==> src/rtl/uart_codeloader.sv <==
// Boot loader: receives a framed program image over UART, writes it into code RAM,
// answers ACK/NAK and releases the core once a valid image is loaded or the skip strap is set.
//
// state  | meaning
// INIT   | one cycle after reset, sample skip strap
// SYNC   | hunt for 0x55 sync byte
// LEN_LO | capture word count, low byte
// LEN_HI | capture word count, high byte, range check
// DATA   | assemble payload words and write them to RAM
// CSUM   | compare received checksum
// RESP   | wait for idle transmitter, send ACK/NAK
// DONE   | image loaded, core released
module uart_codeloader #(
  parameter int ADDR_W         = 12,
  parameter int TIMEOUT_CYCLES = 1000000
) (
  input  logic              clk,
  input  logic              rst_n,
  input  logic              skip_codeload,
  input  logic              rx_data_valid,
  input  logic [7:0]        rx_data,
  input  logic              rx_error,
  input  logic              transmitter_busy,
  output logic              tx_data_valid,
  output logic [7:0]        tx_data,
  output logic              ram_we,
  output logic [ADDR_W-1:0] ram_addr,
  output logic [31:0]       ram_wdata,
  output logic              boot_done
);

  localparam int          TW        = $clog2(TIMEOUT_CYCLES + 1);
  localparam logic [16:0] MAX_WORDS = 17'(1) << ADDR_W;
  localparam logic [7:0]  SYNC_BYTE = 8'h55;
  localparam logic [7:0]  ACK_BYTE  = 8'h06;
  localparam logic [7:0]  NAK_BYTE  = 8'h15;

  typedef enum logic [2:0] {INIT, SYNC, LEN_LO, LEN_HI, DATA, CSUM, RESP, DONE} state_t;

  state_t        state, state_next;
  logic [15:0]   len;
  logic [15:0]   wcnt;
  logic [1:0]    idx;
  logic [23:0]   wasm;
  logic [7:0]    csum;
  logic [TW-1:0] tmr;
  logic          resp_ack;

  logic          rx_byte, active, timeout, abort, send;
  logic          len_bad, last_word, enter_resp, resp_ack_next;
  logic [15:0]   len_full;

  always_ff @(posedge clk or negedge rst_n) begin
    if (!rst_n) state <= INIT;
    else        state <= state_next;
  end

  always_comb begin
    // an error strobe wins over a coincident byte
    rx_byte       = rx_data_valid && !rx_error;
    active        = state inside {LEN_LO, LEN_HI, DATA, CSUM};
    timeout       = active && (tmr == '0) && !rx_data_valid;
    abort         = active && (rx_error || timeout);
    len_full      = {rx_data, len[7:0]};
    len_bad       = (len_full == 16'd0) || ({1'b0, len_full} > MAX_WORDS);
    last_word     = (wcnt + 16'd1) == len;
    send          = (state == RESP) && !transmitter_busy;
    state_next    = state;
    enter_resp    = 1'b0;
    resp_ack_next = 1'b0;
    case (state)
      INIT:   state_next = skip_codeload ? DONE : SYNC;
      SYNC:   if (rx_byte && rx_data == SYNC_BYTE) state_next = LEN_LO;
      LEN_LO: if (rx_byte) state_next = LEN_HI;
      LEN_HI: if (rx_byte) begin
                if (len_bad) begin
                  state_next = RESP;
                  enter_resp = 1'b1;
                end else begin
                  state_next = DATA;
                end
              end
      DATA:   if (rx_byte && idx == 2'd3 && last_word) state_next = CSUM;
      CSUM:   if (rx_byte) begin
                state_next    = RESP;
                enter_resp    = 1'b1;
                resp_ack_next = (rx_data == csum);
              end
      RESP:   if (send) state_next = resp_ack ? DONE : SYNC;
      DONE:   state_next = DONE;
      default: state_next = INIT;
    endcase
    if (abort) begin
      state_next    = RESP;
      enter_resp    = 1'b1;
      resp_ack_next = 1'b0;
    end
  end

  assign tx_data_valid = send;

  always_ff @(posedge clk or negedge rst_n) begin
    if (!rst_n) begin
      tx_data   <= 8'h00;
      ram_we    <= 1'b0;
      ram_addr  <= '0;
      ram_wdata <= 32'h0;
      boot_done <= 1'b0;
      len       <= 16'h0;
      wcnt      <= 16'h0;
      idx       <= 2'd0;
      wasm      <= 24'h0;
      csum      <= 8'h00;
      tmr       <= '0;
      resp_ack  <= 1'b0;
    end else begin
      ram_we <= 1'b0;
      if (enter_resp) begin
        resp_ack <= resp_ack_next;
        tx_data  <= resp_ack_next ? ACK_BYTE : NAK_BYTE;
      end
      if ((send && resp_ack) || state == DONE) boot_done <= 1'b1;
      // idle timer reloads outside the frame and on every received strobe
      if (rx_data_valid || !active) tmr <= TW'(TIMEOUT_CYCLES);
      else if (tmr != '0)           tmr <= tmr - 1'b1;
      if (rx_byte) begin
        case (state)
          LEN_LO: len[7:0] <= rx_data;
          LEN_HI: begin
            len[15:8] <= rx_data;
            wcnt      <= 16'h0;
            idx       <= 2'd0;
            csum      <= 8'h00;
          end
          DATA: begin
            csum <= csum + rx_data;
            idx  <= idx + 2'd1;
            case (idx)
              2'd0: wasm[7:0]   <= rx_data;
              2'd1: wasm[15:8]  <= rx_data;
              2'd2: wasm[23:16] <= rx_data;
              default: begin
                ram_we    <= 1'b1;
                ram_addr  <= wcnt[ADDR_W-1:0];
                ram_wdata <= {rx_data, wasm};
                wcnt      <= wcnt + 16'd1;
              end
            endcase
          end
          default: ;
        endcase
      end
    end
  end

endmodule

==> config.mk <==
export PLATFORM = sky130hd
export DESIGN_NAME = uart_codeloader
export DESIGN_NICKNAME = d
export VERILOG_FILES = /design/src/rtl/uart_codeloader.sv
export SDC_FILE = /design/constraint.sdc
export NUM_CORES = 1
export LEC_CHECK = 0
export CAP_MARGIN = 20
export CORE_ASPECT_RATIO = 2
export CORE_UTILIZATION = 30
export DETAILED_ROUTE_END_ITERATION = 8
export PLACE_DENSITY_LB_ADDON = 0.12
export RECOVER_POWER = 100
export SLEW_MARGIN = 20
export SYNTH_ARGS = -nofsm -noshare
export SYNTH_HDL_FRONTEND = slang
export SYNTH_SLANG_ARGS = --single-unit
==> constraint.sdc <==
create_clock -name clk -period 3.3 [get_ports clk]
set_clock_uncertainty 0.1 [all_clocks]
set_input_delay 0.495 -clock clk [delete_from_list [all_inputs] [get_ports clk]]
set_output_delay 0.495 -clock clk [all_outputs]
set_load 0.1 [all_outputs]
registers.png
Scale bar: 20 µm.
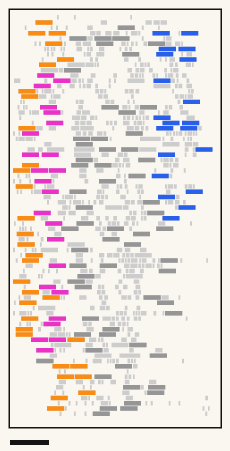
ram_wdata -> orange  # flops 32, where a vertical strip on the left
wasm -> magenta  # flops 24
tmr -> blue  # flops 20
flop share of the area: 0.431
Layout Utilization: 0.362
Sequential cell area: 0.00345 mm²
Seq group: 2.46 mW

gate_families.png
Scale bar: 20 µm.
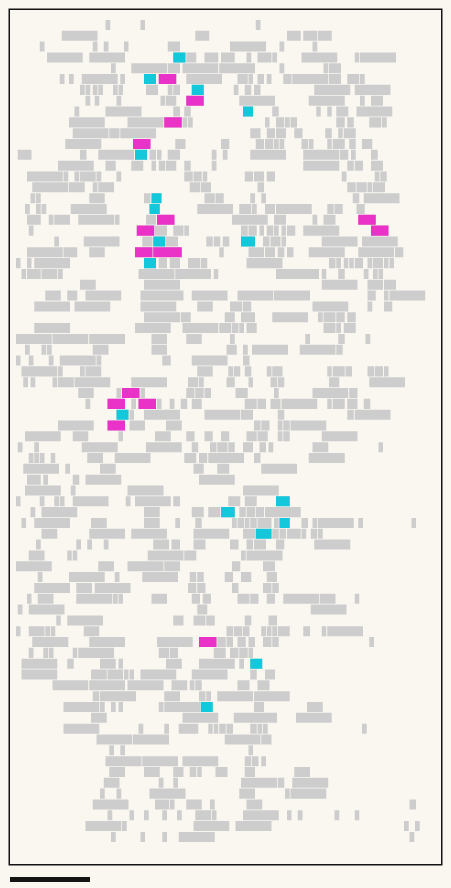
adder and majority cells -> magenta  # cells 15
AND-OR and OR-AND gates -> cyan  # cells 17
fin cells: 1030
combinational share of cell area: 0.384

==> ci_impl_report.md <==
### Flow metrics

| Metric | Value |
|---|---|
| Status | finished with violations |
| Failing checks | capacitance limit, slew limit |
| Synth Seq Share | 0.510 |
| Global Route Usage Sum | 0.175 |
| CTS clk-pin slew, worst paths | 0.06 ns |
| Tot Pwr | 6.39 mW |
| Die X-Extent | 108 µm |
| Met1 Track Usage GR | 0.178 |
| Largest net degree at the start of global routing | 86 |
| Critical Path Source Type | flop |
| Hpwl dp | 13800 µm |
| Post-layout period usage | 0.899 |
| Max Cap Viol | 1 |
| Largest delay share family, worst path | simple AND/OR/NAND/NOR gates |
| Mux frac, synth | 0.0962 |
| Die Ht | 215 µm |
| Placement Rows | 77 |
| M1 WL | 7020 µm |
| Dominant kind of cell | sequential cells |
| Cells after Synth | 669 |
| CTS H-tree lvls | 4 |
| Tally of yosys warning messages | 0 |
| Layout cell share with drive strength beyond 1 | 0.147 |
| Worst Hold Class | reg -> reg |
| GRT busiest layer | met2 |
| Met3 Usage GRT | 0.0313 |
| Req. time, crit path | 3.48 ns |
| Final Slew Violations | 86 |
| Sw frac | 0.364 |
| Clock buf/inv share | 0.0741 |
| Largest stage delay, worst path | 0.68 ns |
| Finish-stage setup viols | 0 |
| Comb power frac | 0.313 |
| Flops | 138 |
| Synth Area in XOR/XNOR | 0.0478 |
| R2R Setup Slk | 0.33 ns |
| Pint | 4.06 mW |
| Power Dens Cells | 797 mW/mm² |
| TritonRoute pass-1 iters | 4 |
| Number of logic gates | 477 |
| Crit end category | flop |
| TritonCTS Sinks | 138 |
| Reg2reg path depth | 7 |
| Most common cell in the netlist | dfrtp_1 |
| Yosys reg bits | 138 |
| Antenna violations before repair | 0 |
| Crit-path slowest cell | nor4_1 |
| NonClk Buf Share | 0.0607 |
| Final worst path period need | 2.97 ns |
| Final hold vios | 0 |
| Routed wl met2 | 10700 µm |
| Design Area, Final | 0.00802 mm² |
| Post-place setup slack | 0.230 ns |
| Distinct lib cells | 56 |
| HP Start | wasm[23] |
| CTS buffer count | 17 |
| # Cells Yosys | 669 |
| Well tap count | 276 |
| Crit path arrival time | 3.14 ns |
| Sequential power share | 0.384 |
| First-pass GRT wire length | 30400 µm |
| Non-CTS inverters | 16 |
| Routed WL | 18800 µm |
| Placed insts | 998 |
| Log Warnings | 30 |
| Critical Path Sink | tmr[9] |
| Clock Power Share | 0.303 |
| Hold depth | 2 |
| CTS root buffer | clkbuf_16 |
| Hold_buf cts | 0 |
| Resized cells post-CTS | 0 |
| Synth async-reset ratio | 1.00 |
| Post-synth area hogs | dfrtp_1 (51%), mux2_2 (9.5%), nand2_1 (6.6%) |
[placed cells by master, fill, tap and decap left out, types with 3 or more instances in the layout]
| cell | count |
|---|---|
| a211oi_1 | 3 |
| a21o_1 | 3 |
| a21oi_1 | 19 |
| a22o_1 | 8 |
| a31oi_1 | 4 |
| and3_1 | 7 |
| and4_1 | 3 |
| buf_4 | 16 |
| bufinv_16 | 3 |
| clkbuf_1 | 61 |
| clkbuf_16 | 17 |
| clkbuf_2 | 3 |
| clkdlybuf4s50_1 | 10 |
| clkinv_2 | 5 |
| conb_1 | 4 |
| dfrtp_1 | 138 |
| dlygate4sd3_1 | 3 |
| ha_1 | 14 |
| inv_1 | 16 |
| mux2_2 | 57 |
| nand2_1 | 118 |
| nand2b_1 | 8 |
| nand3_1 | 14 |
| nand4_1 | 7 |
| nor2_1 | 37 |
| nor2b_1 | 4 |
| nor3_1 | 18 |
| nor4_1 | 16 |
| o211ai_1 | 5 |
| o21ai_0 | 33 |
| o21bai_1 | 3 |
| o31ai_1 | 10 |
| or3_1 | 10 |
| or4_1 | 5 |
| xnor2_1 | 23 |
| xor2_1 | 14 |
[power groups by stage]
stage                     combinational [mW]  clock [mW]  sequential (mW)
after floorplan                         1.27           0             2.72
after global placement                  2.03           0             2.47
after detailed placement                2.08           0             2.48
after CTS                               2.09        2.00             2.46
after global routing                    2.21        2.05             2.52
final                                   2.00        1.94             2.46
[state kept, by name, summed over array words and instances (netlist names)]
signal	count
boot_done	1
csum	8
idx	2
len	16
ram_addr	12
ram_wdata	32
ram_we	1
state	3
tmr	20
tx_data	3
wasm	24
wcnt	16
[tightest hold or removal path, cell delays in order (launching register included)]
cell and delay [ns]:
dfrtp_1 0.34, nand2_1 0.05, nand2_1 0.05
Power and IR drop assume default switching activity.
